$ cat config.mk
export PLATFORM = sky130hd
export DESIGN_NAME = obf_key_loader
export DESIGN_NICKNAME = d
export VERILOG_FILES = /design/src/rtl/obf_key_loader.sv
export SDC_FILE = /design/constraint.sdc
export NUM_CORES = 1
export LEC_CHECK = 0
export CORE_MARGIN = 5
export CORE_UTILIZATION = 32
export CTS_BUF_LIST = sky130_fd_sc_hd__clkbuf_4
export DETAILED_ROUTE_END_ITERATION = 16
export PLACE_DENSITY = 0.53
export SLEW_MARGIN = 20
export SYNTH_ARGS = -nofsm -noshare
export SYNTH_HDL_FRONTEND = slang
export SYNTH_SLANG_ARGS = --single-unit
$ cat constraint.sdc
create_clock -name clk -period 1.9 [get_ports clk]
set_input_delay 0.57 -clock clk [delete_from_list [all_inputs] [get_ports clk]]
set_output_delay 0.57 -clock clk [all_outputs]
set_load 0.05 [all_outputs]
$ cat src/rtl/obf_key_loader.sv
// obf_key_loader
// Loads a serial key (MSB first) into a shadow register and commits it
// atomically to the key inputs of the locked c432 core. After each commit it
// waits SETTLE_CYC cycles before raising key_ready, so the core outputs are
// only sampled once the combinational logic has settled.
//
// Optional feature (macro OBF_KEY_PARITY_EN): an extra even-parity bit follows
// the KEY_W key bits. A parity mismatch enters ERROR, sets load_err and forces
// key_out to KEY_RST. Without the macro, exactly KEY_W bits are taken and
// load_err is tied 0.
//
// Ports:
//   clk          in   system clock, rising edge
//   rst          in   asynchronous active-high reset
//   load_start   in   one-cycle pulse that (re)starts a key load
//   key_sin      in   serial key bit
//   key_sin_vld  in   key_sin is valid this cycle
//   key_out      out  committed key {..., s_1, s_0}
//   busy         out  high in SHIFT or SETTLE
//   key_ready    out  committed key has settled (high only in READY)
//   load_err     out  sticky error, cleared by the next load_start
//   load_cnt     out  successful commits, saturating at 255
//
// Handshake: the stream has no backpressure. A bit is consumed on every rising
// edge where key_sin_vld is high while in SHIFT and load_start is low; valid
// bits in any other state, or alongside load_start, are dropped.
module obf_key_loader #(
  parameter int              KEY_W      = 2,
  parameter int              SETTLE_CYC = 4,
  parameter logic [KEY_W-1:0] KEY_RST   = '0
) (
  input  logic             clk,
  input  logic             rst,
  input  logic             load_start,
  input  logic             key_sin,
  input  logic             key_sin_vld,
  output logic [KEY_W-1:0] key_out,
  output logic             busy,
  output logic             key_ready,
  output logic             load_err,
  output logic [7:0]       load_cnt
);

  typedef enum logic [2:0] {
    S_IDLE,
    S_SHIFT,
    S_SETTLE,
    S_READY,
    S_ERROR
  } state_t;

  localparam logic [7:0] SETTLE_INIT = 8'(SETTLE_CYC - 1);

  state_t           r_state;
  logic [KEY_W-1:0] r_shadow;
  logic [5:0]       r_bit_cnt;
  logic [7:0]       r_settle;
  logic [KEY_W-1:0] r_key_out;
  logic             r_busy;
  logic             r_key_ready;
  logic [7:0]       r_load_cnt;
  logic [KEY_W-1:0] w_shadow_nxt;

  // A 1-bit key has no upper bits to shift up.
  generate
    if (KEY_W == 1) begin : g_shift_1
      assign w_shadow_nxt = key_sin;
    end else begin : g_shift_n
      assign w_shadow_nxt = {r_shadow[KEY_W-2:0], key_sin};
    end
  endgenerate

`ifdef OBF_KEY_PARITY_EN
  localparam logic [5:0] PARITY_IDX = 6'(KEY_W);
  logic r_par;   // running XOR of the key bits received so far
  logic r_err;
  assign load_err = r_err;
`else
  localparam logic [5:0] LAST_KEY_BIT = 6'(KEY_W - 1);
  assign load_err = 1'b0;
`endif

  always_ff @(posedge clk or posedge rst) begin
    if (rst) begin
      r_state     <= S_IDLE;
      r_shadow    <= '0;
      r_bit_cnt   <= '0;
      r_settle    <= '0;
      r_key_out   <= KEY_RST;
      r_busy      <= 1'b0;
      r_key_ready <= 1'b0;
      r_load_cnt  <= '0;
`ifdef OBF_KEY_PARITY_EN
      r_par       <= 1'b0;
      r_err       <= 1'b0;
`endif
    end else if (load_start) begin
      // Start or restart from any state; key_out keeps the last commit.
      r_state     <= S_SHIFT;
      r_shadow    <= '0;
      r_bit_cnt   <= '0;
      r_busy      <= 1'b1;
      r_key_ready <= 1'b0;
`ifdef OBF_KEY_PARITY_EN
      r_par       <= 1'b0;
      r_err       <= 1'b0;
`endif
    end else begin
      case (r_state)
        S_SHIFT: begin
          if (key_sin_vld) begin
`ifdef OBF_KEY_PARITY_EN
            if (r_bit_cnt == PARITY_IDX) begin
              // Even parity: key bits XOR parity bit must be 0.
              if ((r_par ^ key_sin) == 1'b0) begin
                r_key_out <= r_shadow;
                r_settle  <= SETTLE_INIT;
                r_state   <= S_SETTLE;
              end else begin
                r_key_out <= KEY_RST;
                r_err     <= 1'b1;
                r_busy    <= 1'b0;
                r_state   <= S_ERROR;
              end
            end else begin
              r_shadow  <= w_shadow_nxt;
              r_par     <= r_par ^ key_sin;
              r_bit_cnt <= r_bit_cnt + 6'd1;
            end
`else
            r_shadow  <= w_shadow_nxt;
            r_bit_cnt <= r_bit_cnt + 6'd1;
            if (r_bit_cnt == LAST_KEY_BIT) begin
              // Commit includes the bit accepted this cycle.
              r_key_out <= w_shadow_nxt;
              r_settle  <= SETTLE_INIT;
              r_state   <= S_SETTLE;
            end
`endif
          end
        end
        S_SETTLE: begin
          if (r_settle == 8'd0) begin
            r_key_ready <= 1'b1;
            r_busy      <= 1'b0;
            if (r_load_cnt != 8'hFF) r_load_cnt <= r_load_cnt + 8'd1;
            r_state     <= S_READY;
          end else begin
            r_settle <= r_settle - 8'd1;
          end
        end
        default: ;  // IDLE, READY, ERROR wait for load_start
      endcase
    end
  end

  assign key_out   = r_key_out;
  assign busy      = r_busy;
  assign key_ready = r_key_ready;
  assign load_cnt  = r_load_cnt;

endmodule

==> metrics.csv <==
metric;value;unit
fp_util;33.3;%
drive_gt1_share;28.9;%
nClkBuffers;5;
ctsLongestPathBuffers;2;
hpwlAfterDp;2.44;mm
io_buffer_count;16;
final.min_clock_period;1.86;ns
yosysWarnings;0;
outcome;finished, final reports clean;
crit_required;2.13;ns
design.die.area;6460;µm²
gp_congestion;0.790;
drc_errors;0;
ys_cells;154;
highest-signal-layer;met4;
slew_headroom;66.9;%
num-fill-cells;482;
grt.met1_usage;12.7;%
grt_pass1_vias;1164;
clk-insertion-delay-late;0.33;ns
ys_sh_aoi;10.7;%
overflow;0;
period_used_share;98.1;%
netlist_top_cells_count;dfrtp_1, nor2_1, nand2_1;
maxCapViolCount;0;
postSynthAreaPerCell;10.3;µm²
via_count;1214;
cts-buffers-inserted;5;
cp_data_arrival_time;2.09;ns
hold_path_depth;1;
initialDrtViolationCount;59;
cell_kind_with_the_greatest_summed_area;combinational gates;
portion_of_synthesized_cell_area_occupied_by_the_leading_cell_type;45.8;%
register_share_of_the_cell_area;35.5;%
yosys.area.top_type;dfrtp_1;
synth.comb.largest_family;simple AND/OR/NAND/NOR gates;
synth.yosys.chip_area;1590;µm²
path_clk_slew;0.11;ns
synth_sequential_area_ratio;45.8;%
netSwitchingFraction;35.4;%
async_reset_ff_share;100;%
synthCells;154;
synth.area.top_cells;dfrtp_1, ha_1, nor2_1, xor2_1, mux2_2;
openroad.warnings;30;
rr_endpoint;load_cnt[6];
seq_cells;29;
timing_endpoint_of_the_critical_path;load_cnt[6];
nNonClkBuffers;31;
hold_path_end;busy;
pwr-share-seq;42.7;%
synthesis.nets;166;
timing.reg2reg.setup_slack;0.04;ns
yosys.area_share.simple;24.4;%
fin_worst_skew;0.0124;ns
dr_wl_met2;1.74;mm
cts.sinks;29;
drt_first_pass_iters;4;
die_height;80.4;µm
rsz0062_at_grt;yes;
tightestPinTransition;0.495;ns
hold_path.startpoint;busy;
detail_route.wirelength.met1;1.33;mm
report.final.slew_viol_count;0;
floorplan.core_area;4750;µm²
comb_area_share;41.9;%
viasPerCell;4.78;
clock-root-buffer;clkbuf_4;
grtUsageTotal;11.0;%
nNetsFinal;198;
met3_wirelength;110;µm
global_route_wire_length_before_repair;5.44;mm
yosysUniqueCellTypes;42;
power_frac_clock;21.1;%
timing.reg2reg.worst_path_depth;6;
power_clock;365;µW
yosys_reg_bits;29;
timing.critical_path.from_type;register;
area_share_clock_buf_inv;2.69;%
logic_area;856;µm²
regToRegStartpoint;r_state[0];
tapcell.inserted;67;
startpoint;r_state[0];
logic_gate_count;111;
finalSetupViolations;0;
top_logic_cells_by_instance_count_in_the_layout;dfrtp_1, buf_4, nor2_1, nand2_1;
placement_rows;25;
power.switching;611;µW
hold_slack;0.514;ns
per-stage QoR:
step	total power [µW]	setup WS [ns]	util, %	TNS, ns	std cells
6_report	1730	0.0354	43.0	0	254
4_1_cts	1730	0.00588	41.9	0	254
5_1_grt	1860	-0.0681	43.0	-0.106	254
2_1_floorplan	1150	0.151	-	0	154
3_5_place_dp	1350	-0.217	40.6	-2.60	246
3_3_place_gp	1330	-0.213	40.6	-2.34	246
critical path, cell delays in order, from the launching register on:
cell	delay [ns]
dfrtp_1	0.39
inv_1	0.07
ha_2	0.18
nor4bb_4	0.40
nand3b_4	0.19
nor3b_2	0.23
mux2_4	0.32
registers in the layout (all words and copies together), names as in the netlist:
register,flops
r_settle,8
load_cnt,8
key_out,2
r_shadow,1
r_state,2
key_ready,1
r_bit_cnt,6
busy,1
**Met1 routing**

Drawn at 6 px/µm. Supply wires on this layer in gray. Cells faint in the background.
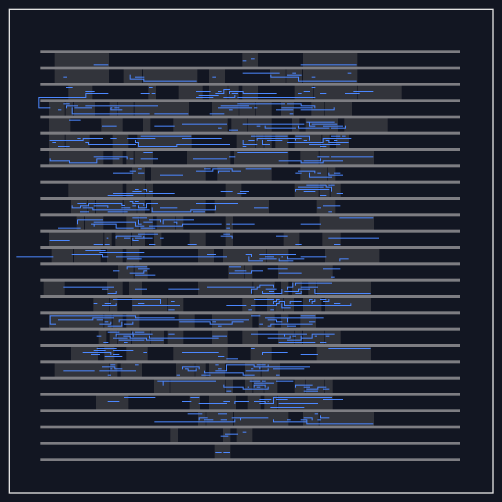
longest straight run: 21.6 µm
nets with wire on the layer: 175
share of all routed wire: 41%
main direction: horizontal
wire length on this layer: 1330 µm

**Met2 routing**

Drawn at 6 px/µm.
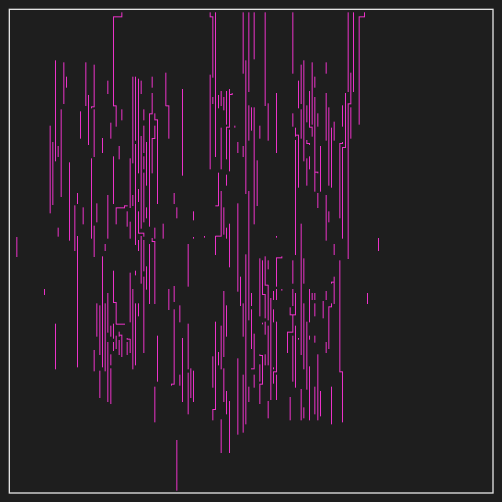
wire length on this layer: 1740 µm
main direction: vertical
nets with wire on the layer: 170

Power figures rest on the tool's default switching activity, not on a simulated workload.
